==> src/rtl/ram_read_demux.sv <==
// ram_read_demux: single-entry holding stage that steers each RAM read word
// to either the system port (out0) or the BIST port (out1). The destination
// is latched together with the word, so later select changes only affect
// subsequent words. Per-port delivered-word counters saturate at all-ones.
module ram_read_demux #(
    parameter int WIDTH = 9,
    parameter int CW    = 16
) (
    input  logic             clk,
    input  logic             rst_n,
    input  logic [WIDTH-1:0] in_data,
    input  logic             in_valid,
    output logic             in_ready,
    input  logic             select,
    output logic [WIDTH-1:0] out0_data,
    output logic             out0_valid,
    input  logic             out0_ready,
    output logic [WIDTH-1:0] out1_data,
    output logic             out1_valid,
    input  logic             out1_ready,
    output logic [CW-1:0]    count0,
    output logic [CW-1:0]    count1,
    output logic             busy
);

    typedef enum logic [1:0] {
        EMPTY = 2'd0,
        HOLD0 = 2'd1,
        HOLD1 = 2'd2
    } state_t;

    state_t           state;
    logic [WIDTH-1:0] hold;
    logic             in_xfer;
    logic             out0_xfer;
    logic             out1_xfer;

    // Counter increment that sticks at the maximum value instead of wrapping.
    function automatic logic [CW-1:0] sat_inc(input logic [CW-1:0] v);
        return (&v) ? v : v + CW'(1);
    endfunction

    // Handshake decode: the held word may leave whenever its own port is
    // ready, which also frees the register for a same-cycle reload.
    always_comb begin
        out0_xfer = (state == HOLD0) && out0_ready;
        out1_xfer = (state == HOLD1) && out1_ready;
        in_ready  = rst_n && ((state == EMPTY) || out0_xfer || out1_xfer);
        in_xfer   = in_valid && in_ready;
    end

    // Output decode straight from registered state; valids never see the readies.
    always_comb begin
        out0_valid = (state == HOLD0);
        out1_valid = (state == HOLD1);
        out0_data  = out0_valid ? hold : '0;
        out1_data  = out1_valid ? hold : '0;
        busy       = (state != EMPTY);
    end

    // Holding FSM and delivered-word counters; reset drops any held word uncounted.
    always_ff @(posedge clk or negedge rst_n) begin
        if (!rst_n) begin
            state  <= EMPTY;
            hold   <= '0;
            count0 <= '0;
            count1 <= '0;
        end else begin
            if (in_xfer) begin
                hold  <= in_data;
                state <= select ? HOLD1 : HOLD0;
            end else if (out0_xfer || out1_xfer) begin
                state <= EMPTY;
            end
            if (out0_xfer) begin
                count0 <= sat_inc(count0);
            end
            if (out1_xfer) begin
                count1 <= sat_inc(count1);
            end
        end
    end

endmodule

==> config.mk <==
export PLATFORM = sky130hd
export DESIGN_NAME = ram_read_demux
export DESIGN_NICKNAME = d
export VERILOG_FILES = /design/src/rtl/ram_read_demux.sv
export SDC_FILE = /design/constraint.sdc
export NUM_CORES = 1
export LEC_CHECK = 0
export ABC_CLOCK_PERIOD_IN_PS = 2320
export CAP_MARGIN = 5
export CORE_ASPECT_RATIO = 1.1
export CORE_MARGIN = 4
export CORE_UTILIZATION = 46
export CTS_CLUSTER_DIAMETER = 80
export DETAILED_ROUTE_END_ITERATION = 6
export PLACE_DENSITY_LB_ADDON = 0.05
export SLEW_MARGIN = 20
export SYNTH_ARGS = -nofsm -noshare
export SYNTH_HDL_FRONTEND = slang
export SYNTH_SLANG_ARGS = --single-unit
==> constraint.sdc <==
create_clock -name clk -period 2.32 [get_ports clk]
set_input_delay 0.464 -clock clk [delete_from_list [all_inputs] [get_ports clk]]
set_output_delay 0.464 -clock clk [all_outputs]
set_load 0.01 [all_outputs]
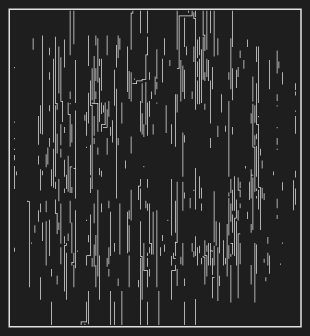
m2.png
share of all routed wire: 45%
wire length on this layer: 2040 um
longest straight run: 27.2 um
nets with wire on the layer: 237
main direction: vertical
via count: 1638
final wirelength: 4.48 mm
grt met2 use: 26.0%

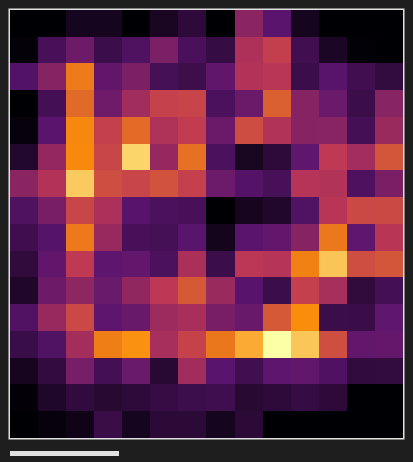
route_heat.png
Bar = 20 um. The die is cut into 14 by 16 equal tiles; black is low, pale yellow is high, scaled to the fullest tile. Values are wire area over tile area, all layers added.
fullest tile: 0.42
mean over tiles: 0.13
nearly empty tiles: 10%
densest ninth of the die: east
tiles over half the peak: 20%
gr usage total: 17.2%
drt wl/cell: 14.1 um

==> results.py <==
# Auto-generated metrics
metrics = {
    "status": {
        "status": "finished, final reports clean",
    },
    "final_layout": {
        "clk_share_pct": 4.47,
        "layout.nets": 280,
        "area_growth_pct": 42.2,
        "combGateArea_um2": 971,
        "finalNonFillerCells": 318,
        "buf_share_pct": 23.7,
        "num_antenna_cells": 0,
    },
    "logic_synthesis": {
        "edf_count": 0,
        "floorplan.nets": 205,
        "synth.distinct_cells": 32,
        "async_flop_share_pct": 100,
        "ys_sh_aoi_pct": 4.43,
        "ys_cells": 188,
        "synth_warnings": 0,
        "synth_area_per_cell_um2": 11.1,
        "fa_ha_area_share_pct": 1.20,
        "ys.flops": 43,
        "area_leaders": "dfrtp_1 52%, xor2_1 8.0%, and2_1 5.4%, mux2_2 5.4%, xnor2_1 4.6%",
    },
    "routing": {
        "routed_via_density": 5.15,
        "drc": 0,
    },
    "sta": {
        "setup_violations": 0,
        "slew_headroom_pct": 65.4,
        "period_used_pct": 99.4,
        "final_max_slew_viol_count": 0,
        "worst_pin_slew_ns": 0.515,
        "rsz0062_at_grt": "yes",
        "clock-skew-final_ns": 0.00410,
        "finalCriticalPeriod_ns": 2.31,
    },
    "clocking": {
        "insertion_delay_ns": 0.29,
        "cts_buffer_depth": 2,
        "root_buffer": "clkbuf_8",
    },
    "setup_path": {
        "startpoint": "out1_ready",
        "r2r_cells": 6,
        "path_cells": "clkdlybuf4s50_1 -> nor2b_1 -> o21a_1 -> clkdlybuf4s50_1",
        "required_ns": 1.86,
        "cp_slowest_cell": "clkdlybuf4s50_1",
    },
    "place": {
        "hpwl_mm": 3.26,
    },
    "global_route": {
        "grt_max_degree": 44,
        "globalRouteOverflowTotal": 0,
    },
    "power_and_ir_drop": {
        "ir_drop_mv": 0.551,
    },
    "hold_path": {
        "min_path_type": "in -> async",
    },
    "die": {
        "rows": 25,
    },
}
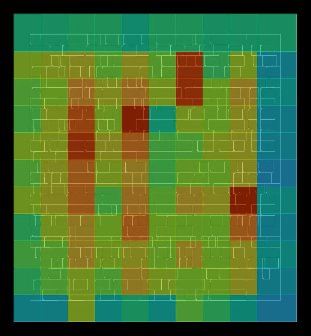
congestion_map.png
met1 usage: 23.7%
Final Util: 68.3%

[placed cells by master (no fill, tap or decap), types with 5 or more instances in the layout]
cell type,netlist,routed
and2_1,18,18
clkbuf_8,0,5
clkdlybuf4s50_1,0,66
dfrtp_1,43,43
inv_1,5,5
mux2_2,10,10
nand2_1,13,13
nand3_1,10,10
nand4_1,10,10
nor2_1,12,12
nor3_1,8,8
xnor2_1,11,11
xor2_1,19,19
[timing repair]
item,CTS,global route
resized,2,0
endpoints found under the setup margin,10,4
hold buffers,0,0
pin swaps,0,0
cloned,0,0
[logic make-up after synthesis]
logic type                 count (synthesis)
buffers and inverters                      9
adders and majority gates                  2
and+or+nand+nor                           86
DFF                                       43
AOI/OAI and AO/OA                          8
muxes                                     10
xor gates and xnor gates                  30
[critical path, delay by kind of cell]
family,cells,cell delay (ns)
AND-OR/OR-AND,1,0.17
AND/OR/NAND/NOR,1,0.18
buffers and inverters,2,1.02
[per-layer routing]
| metal | vias up | wire [um] |
|---|---|---|
| li1 | 787 | - |
| met1 | 776 | 2030 |
| met2 | 69 | 2040 |
| met3 | 6 | 356 |
| met4 | 0 | 53 |
| met5 | - | 0 |
[registers in the layout, indices dropped and copies added, names as in the netlist]
register,flops
count0,16
count1,16
hold,9
state,2
[through the flow]
stage                     cell area, um^2  hold slack [ns]  TNS (ns)  utilization, %
after floorplan                      2090            0.168         0               -
after global placement               2840            0.478   -0.0658            65.3
after detailed placement             2840            0.477   -0.0757            65.3
after CTS                            2970            0.284         0            68.3
after global routing                 2970            0.312   -0.0200            68.3
final                                2970            0.271         0            68.3
[power breakdown]
group          internal [uW]  switching [uW]  total [uW]
clock                    430             246         676
sequential               854             114         968
combinational            329             218         547
total                   1610             578        2190
